File: config.mk
export PLATFORM = sky130hd
export DESIGN_NAME = drc_axi_write_sink
export DESIGN_NICKNAME = d
export VERILOG_FILES = /design/src/rtl/drc_axi_pkg.sv /design/src/rtl/drc_axi_addr_decode.sv /design/src/rtl/drc_axi_write_sink.sv
export SDC_FILE = /design/constraint.sdc
export NUM_CORES = 1
export LEC_CHECK = 0
export CAP_MARGIN = 20
export CORE_AREA = 2 2 158 160
export CTS_CLUSTER_DIAMETER = 200
export DETAILED_ROUTE_END_ITERATION = 12
export DIE_AREA = 0 0 160 162
export PLACE_DENSITY = 0.89
export SLEW_MARGIN = 5
export SYNTH_ARGS = -nofsm -noshare
export SYNTH_HDL_FRONTEND = slang
export SYNTH_SLANG_ARGS = --single-unit
export TNS_END_PERCENT = 10
File: constraint.sdc
create_clock -name i_clk -period 6.8 [get_ports i_clk]
set_input_delay 0.68 -clock i_clk [delete_from_list [all_inputs] [get_ports i_clk]]
set_output_delay 0.68 -clock i_clk [all_outputs]
set_load 0.005 [all_outputs]
File: src/rtl/drc_axi_pkg.sv
// Shared AXI write-sink constants: response codes, burst/size encodings,
// FSM state encoding and the memory beat payload.
package drc_axi_pkg;

   localparam int unsigned BEAT_BITS = 128;
   localparam int unsigned STRB_BITS = BEAT_BITS / 8;

   localparam logic [1:0] AXI_RESP_OKAY   = 2'b00;
   localparam logic [1:0] AXI_RESP_SLVERR = 2'b10;
   localparam logic [1:0] AXI_BURST_INCR  = 2'b01;
   localparam logic [2:0] AXI_SIZE_16B    = 3'b100;

   localparam logic [1:0] ST_IDLE = 2'd0;
   localparam logic [1:0] ST_DATA = 2'd1;
   localparam logic [1:0] ST_RESP = 2'd2;

   typedef struct packed {
      logic [BEAT_BITS-1:0] data;
      logic [STRB_BITS-1:0] be;
   } mem_beat_t;

endpackage

File: src/rtl/drc_axi_addr_decode.sv
// Window check and word-address computation for one AW request.
module drc_axi_addr_decode
   import drc_axi_pkg::*;
#(
   parameter logic [31:0] p_base_addr   = 32'h0000_0000,
   parameter int unsigned p_depth_words = 1024,
   parameter int unsigned p_addr_bits   = 10
) (
   input  logic [31:0]            awaddr,
   input  logic [7:0]             awlen,
   input  logic [2:0]             awsize,
   input  logic [1:0]             awburst,
   output logic [p_addr_bits-1:0] word_c,
   output logic                   err_c
);

   localparam int unsigned AW = p_addr_bits;

   logic [32:0] diff_c;
   logic [32:0] last_word_c;
   logic        unused_c;

   // 33-bit difference so an address below the window shows up as bit 32.
   assign diff_c      = {1'b0, awaddr} - {1'b0, p_base_addr};
   assign last_word_c = {4'b0000, diff_c[32:4]} + 33'(awlen);
   assign word_c      = diff_c[AW+3:4];
   assign unused_c    = ^diff_c[3:0];

   assign err_c = (awsize != AXI_SIZE_16B)
                | (awburst != AXI_BURST_INCR)
                | diff_c[32]
                | (last_word_c >= 33'(p_depth_words));

endmodule

File: src/rtl/drc_axi_write_sink.sv
// AXI4 write responder: accepts one INCR burst at a time, writes in-range
// beats to a word-addressed memory port and returns one B response per burst.
module drc_axi_write_sink
   import drc_axi_pkg::*;
#(
   parameter logic [31:0] p_base_addr   = 32'h0000_0000,
   parameter int unsigned p_depth_words = 1024,
   parameter int unsigned p_addr_bits   = 10
) (
   input  logic                   i_clk,
   input  logic                   i_rst_n,
   input  logic [31:0]            awaddr,
   input  logic [7:0]             awlen,
   input  logic [2:0]             awsize,
   input  logic [1:0]             awburst,
   input  logic [3:0]             awcache,
   input  logic [2:0]             awproto,
   input  logic                   awvalid,
   output logic                   awready,
   input  logic [BEAT_BITS-1:0]   wdata,
   input  logic [STRB_BITS-1:0]   wstrb,
   input  logic                   wlast,
   input  logic                   wvalid,
   output logic                   wready,
   output logic [1:0]             bresp,
   output logic                   bvalid,
   input  logic                   bready,
   output logic                   mem_we,
   output logic [p_addr_bits-1:0] mem_addr,
   output logic [BEAT_BITS-1:0]   mem_wdata,
   output logic [STRB_BITS-1:0]   mem_be,
   output logic [31:0]            burst_count,
   output logic [15:0]            error_count
);

   localparam int unsigned AW = p_addr_bits;

   logic [1:0]    state, nxt_state;
   logic          err, nxt_err;
   logic [7:0]    beat_ctr, nxt_beat_ctr;
   logic [AW-1:0] word, nxt_word;
   logic          nxt_awready, nxt_wready, nxt_bvalid, nxt_mem_we;
   logic [1:0]    nxt_bresp;
   logic [AW-1:0] nxt_mem_addr;
   mem_beat_t     mem_beat, nxt_mem_beat;
   logic [31:0]   nxt_burst_count;
   logic [15:0]   nxt_error_count;

   logic [AW-1:0] dec_word_c;
   logic          dec_err_c;
   logic          burst_end_c;
   logic          mismatch_c;
   logic          unused_c;

   assign unused_c = ^{awcache, awproto};

   drc_axi_addr_decode #(
      .p_base_addr   (p_base_addr),
      .p_depth_words (p_depth_words),
      .p_addr_bits   (p_addr_bits)
   ) u_decode (
      .awaddr  (awaddr),
      .awlen   (awlen),
      .awsize  (awsize),
      .awburst (awburst),
      .word_c  (dec_word_c),
      .err_c   (dec_err_c)
   );

   // Burst ends on whichever comes first: last counted beat or wlast.
   assign burst_end_c = wlast | (beat_ctr == 8'd0);
   assign mismatch_c  = wlast ^ (beat_ctr == 8'd0);

   assign mem_wdata = mem_beat.data;
   assign mem_be    = mem_beat.be;

   always_ff @(posedge i_clk or negedge i_rst_n) begin
      if (!i_rst_n) begin
         state       <= ST_IDLE;
         err         <= 1'b0;
         beat_ctr    <= 8'd0;
         word        <= '0;
         awready     <= 1'b0;
         wready      <= 1'b0;
         bvalid      <= 1'b0;
         bresp       <= AXI_RESP_OKAY;
         mem_we      <= 1'b0;
         mem_addr    <= '0;
         mem_beat    <= '0;
         burst_count <= 32'd0;
         error_count <= 16'd0;
      end else begin
         state       <= nxt_state;
         err         <= nxt_err;
         beat_ctr    <= nxt_beat_ctr;
         word        <= nxt_word;
         awready     <= nxt_awready;
         wready      <= nxt_wready;
         bvalid      <= nxt_bvalid;
         bresp       <= nxt_bresp;
         mem_we      <= nxt_mem_we;
         mem_addr    <= nxt_mem_addr;
         mem_beat    <= nxt_mem_beat;
         burst_count <= nxt_burst_count;
         error_count <= nxt_error_count;
      end
   end

   always_comb begin
      nxt_state       = state;
      nxt_err         = err;
      nxt_beat_ctr    = beat_ctr;
      nxt_word        = word;
      nxt_awready     = awready;
      nxt_wready      = wready;
      nxt_bvalid      = bvalid;
      nxt_bresp       = bresp;
      nxt_mem_we      = 1'b0;
      nxt_mem_addr    = mem_addr;
      nxt_mem_beat    = mem_beat;
      nxt_burst_count = burst_count;
      nxt_error_count = error_count;

      case (state)
         ST_IDLE: begin
            nxt_awready = 1'b1;
            nxt_wready  = 1'b0;
            nxt_bvalid  = 1'b0;
            if (awvalid && awready) begin
               nxt_awready  = 1'b0;
               nxt_wready   = 1'b1;
               nxt_beat_ctr = awlen;
               nxt_word     = dec_word_c;
               nxt_err      = dec_err_c;
               nxt_state    = ST_DATA;
            end
         end
         ST_DATA: begin
            if (wvalid && wready) begin
               // Mismatch only affects the response; this beat still writes.
               if (!err) begin
                  nxt_mem_we        = 1'b1;
                  nxt_mem_addr      = word;
                  nxt_mem_beat.data = wdata;
                  nxt_mem_beat.be   = wstrb;
               end
               nxt_word     = word + AW'(1);
               nxt_beat_ctr = beat_ctr - 8'd1;
               nxt_err      = err | mismatch_c;
               if (burst_end_c) begin
                  nxt_wready = 1'b0;
                  nxt_bvalid = 1'b1;
                  nxt_bresp  = (err | mismatch_c) ? AXI_RESP_SLVERR : AXI_RESP_OKAY;
                  nxt_state  = ST_RESP;
               end
            end
         end
         ST_RESP: begin
            if (bvalid && bready) begin
               nxt_bvalid      = 1'b0;
               nxt_burst_count = burst_count + 32'd1;
               if (bresp == AXI_RESP_SLVERR && error_count != 16'hFFFF)
                  nxt_error_count = error_count + 16'd1;
               nxt_err     = 1'b0;
               nxt_awready = 1'b1;
               nxt_state   = ST_IDLE;
            end
         end
         default: begin
            nxt_state = ST_IDLE;
         end
      endcase
   end

endmodule

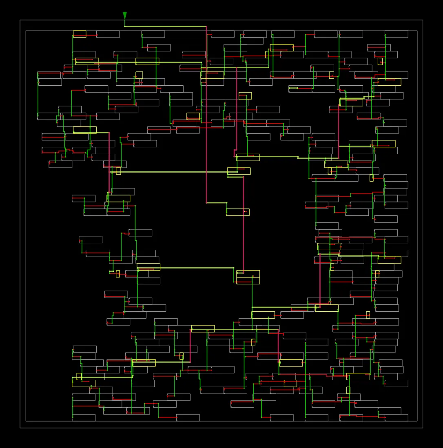
Figure 1: clock routing.
clock buffer count in the final layout: 39
clock skew: 14.6 ps
clk ins delay skew pair: 510 ps
CTS buffer count: 24

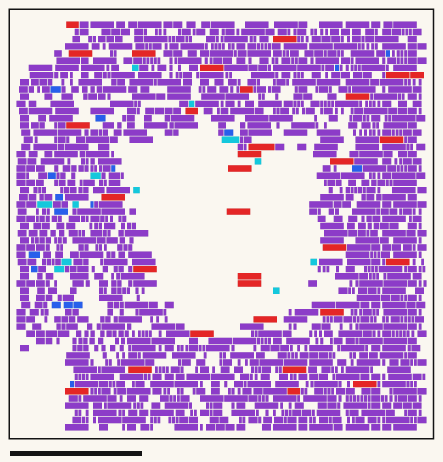
Figure 2: cell sizes after repair.
Bar = 50 µm.
Red is _6 and larger, cells 31, share 2.1%, most used clkbuf_16. Blue is _2 cells, cells 17, share 1.1%, most used clkinv_2. Cyan is _3 and _4 cells, cells 12, share 0.81%, most used buf_4. Purple is _0 and _1 cells, cells 1427, share 96%, most used nand2_1.

==> deck_impl_summary.md <==
Physical Implementation Snapshot

Timing
  – Fin crit share: 0.595
  – RSZ-0062 raised after global routing: false
  – Slew @ Worst Pin: slightly above 1000 ps
  – Final Max Tran Viols: 0
  – Setup-failing EPs final: 0
  – Setup tns final: 0 ps
  – Rel. slew slack: 0.328

Setup path
  – CP Cell Sequence: inv_1 > ha_1 > inv_2 > or3_4 > inv_4 > buf_4 > nand2_1 > nand2_1
  – Cell family with most CP delay: buffers and inverters
  – Startpoint types: flop
  – CP most frequent cell: nand2_1
  – CP Data Required Time: around 7200 ps

Run status
  – Status: complete, no violations

Power and ir drop
  – Comb power frac: 0.362
  – Total power: 5.30 mW
  – LEAKAGE: approximately 7 nW
  – Worst IR Drop VDD: 0.000181 V
  – Int Power: approximately 3.6 mW

Clocking
  – Clock transition at the registers of the reported paths: roughly 60 ps
  – CTS sink cnt: 228

Yosys
  – Yosys warns: 0
  – Ys flop type: dfrtp_1
  – EDFF count, synth: 0
  – Netlist cell types: around 58
  – Synthesized instance count: between 1000 and 1500

Detailed routing
  – 1st-pass router iterations: 5
  – Vias per inst: 5.09
  – WL final: 30300 µm

Floorplanning
  – FP Core Util: 0.413
  – Rows: 57
  – Core area: ~24000 µm²
  – Die area: around 26000 µm²
  – IO Count: 410

Global route
  – Largest net degree at the start of global routing: roughly 94
  – GRT overflow: 0
  – Total track usage: 0.225
  – Vias in the first global route: ~9000

Placed design
  – Dpl cell area: between 10000 and 15000 µm²

Finish
  – Filler cells: between 1500 and 2000
  – Most frequent cells in the layout: nand2_1 (496), clkdlybuf4s50_1 (396), dfrtp_1 (228), nand3_1 (35), xnor2_1 (31)
  – Final std cells w/o fill: 1812
  – Top cell excl fill/tap: nand2_1

Flow run
  – Max-cap violations: 0
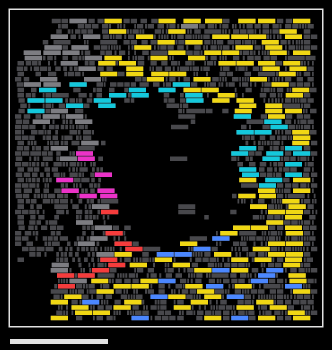
Figure 3: sequential cells grouped by signal name.
Bar = 50 µm. Other sequential cells in the stronger grey, the rest of the logic in the fainter grey.
Blue is mem_be, sequential cells 16. Cyan is burst_count, sequential cells 32. Red is mem_addr, sequential cells 10. Yellow is mem_wdata, sequential cells 128. Magenta is beat_ctr, sequential cells 8, where left middle.

cell families (layout without fill, tap and decap cells):
group | Yosys count | after routing | share of synthesized area
fa+ha+maj | 19 | 19 | 0.0246
xor+xnor | 50 | 50 | 0.0439
mux | 7 | 7 | 0.00728
buf+inv | 55 | 457 | 0.0232
other cells | 1 | 2 | 0.000376
flops | 228 | 228 | 0.573
simple gates | 631 | 631 | 0.269
compound gates | 94 | 94 | 0.0589
path summary, 6_finish.rpt:
path                                 start         endpoint  cells after the start
setup / recovery                  state[1]    mem_wdata[24]                      8
hold / removal                     i_rst_n    mem_wdata[25]                      1
setup reg to reg                  state[1]    mem_wdata[24]                      8
hold reg to reg            burst_count[31]  burst_count[31]                      1
max in group asynchronous          i_rst_n   mem_wdata[112]                      2
min in group i_clk         burst_count[31]  burst_count[31]                      1
layout make-up:
| cell class | instances | area (µm²) | share of cell area |
|---|---|---|---|
| multi-input combinational | 802 | 4030 | 0.269 |
| clock inverter | 5 | 27.5 | 0.00184 |
| inverter | 10 | 40.0 | 0.00267 |
| antenna | 1 | 2.50 | 0.000167 |
| timing repair buffer | 403 | 4040 | 0.270 |
| clock buffer | 39 | 718 | 0.0480 |
| tap | 324 | 405 | 0.0271 |
| sequential | 228 | 5710 | 0.381 |
metal layers:
metal / track usage / part of all wire
met1: 0.272 / 0.39
met2: 0.399 / 0.50
met4: 0.0880 / 0.039
met5: 0 / 0
met3: 0.0439 / 0.071
state kept, by name (all words and copies together), names as in the netlist:
signal	flops
bresp	1
mem_we	1
burst_count	32
word	10
bvalid	1
mem_be	16
awready	1
error_count	16
mem_wdata	128
mem_addr	10
beat_ctr	8
wready	1
state	2
err	1
per-stage QoR:
stage               utilization  hold WS, ps  setup WS, ps
floorplan                     -          384          4120
global placement          0.589          456          2860
detailed placement        0.589          461          2760
CTS                       0.620          142          2700
global route              0.621          169          2490
finish                    0.621          120          2760
cells in the mapped netlist, drive strengths merged (3+ instances only):
library cell	n	area share
nand4	14	0.0094
nor3b	3	0.0034
clkbuf	27	0.010
nor2	29	0.012
buf	18	0.0093
and3	13	0.0083
o21a	4	0.0030
o22ai	14	0.0088
mux2i	5	0.0050
ha	18	0.023
o21ai	20	0.010
nor3	10	0.0067
o211ai	3	0.0023
nand2	496	0.19
inv	10	0.0038
nand3	35	0.018
a21oi	30	0.015
nor4	3	0.0019
and4	11	0.0097
nand2b	5	0.0031
xnor2	31	0.027
or3	3	0.0019
xor2	19	0.017
a211oi	3	0.0023
dfrtp	228	0.57
o211a	3	0.0030
power groups by stage:
stage,combinational [mW],sequential (mW),clock (mW)
2_1_floorplan,0.703,2.14,0
3_3_place_gp,1.84,2.11,0
3_5_place_dp,1.92,2.14,0
4_1_cts,1.93,2.12,1.27
5_1_grt,2.10,2.18,1.33
6_report,1.92,2.13,1.25
No activity file was given, so power comes from the tool's default toggle rates.
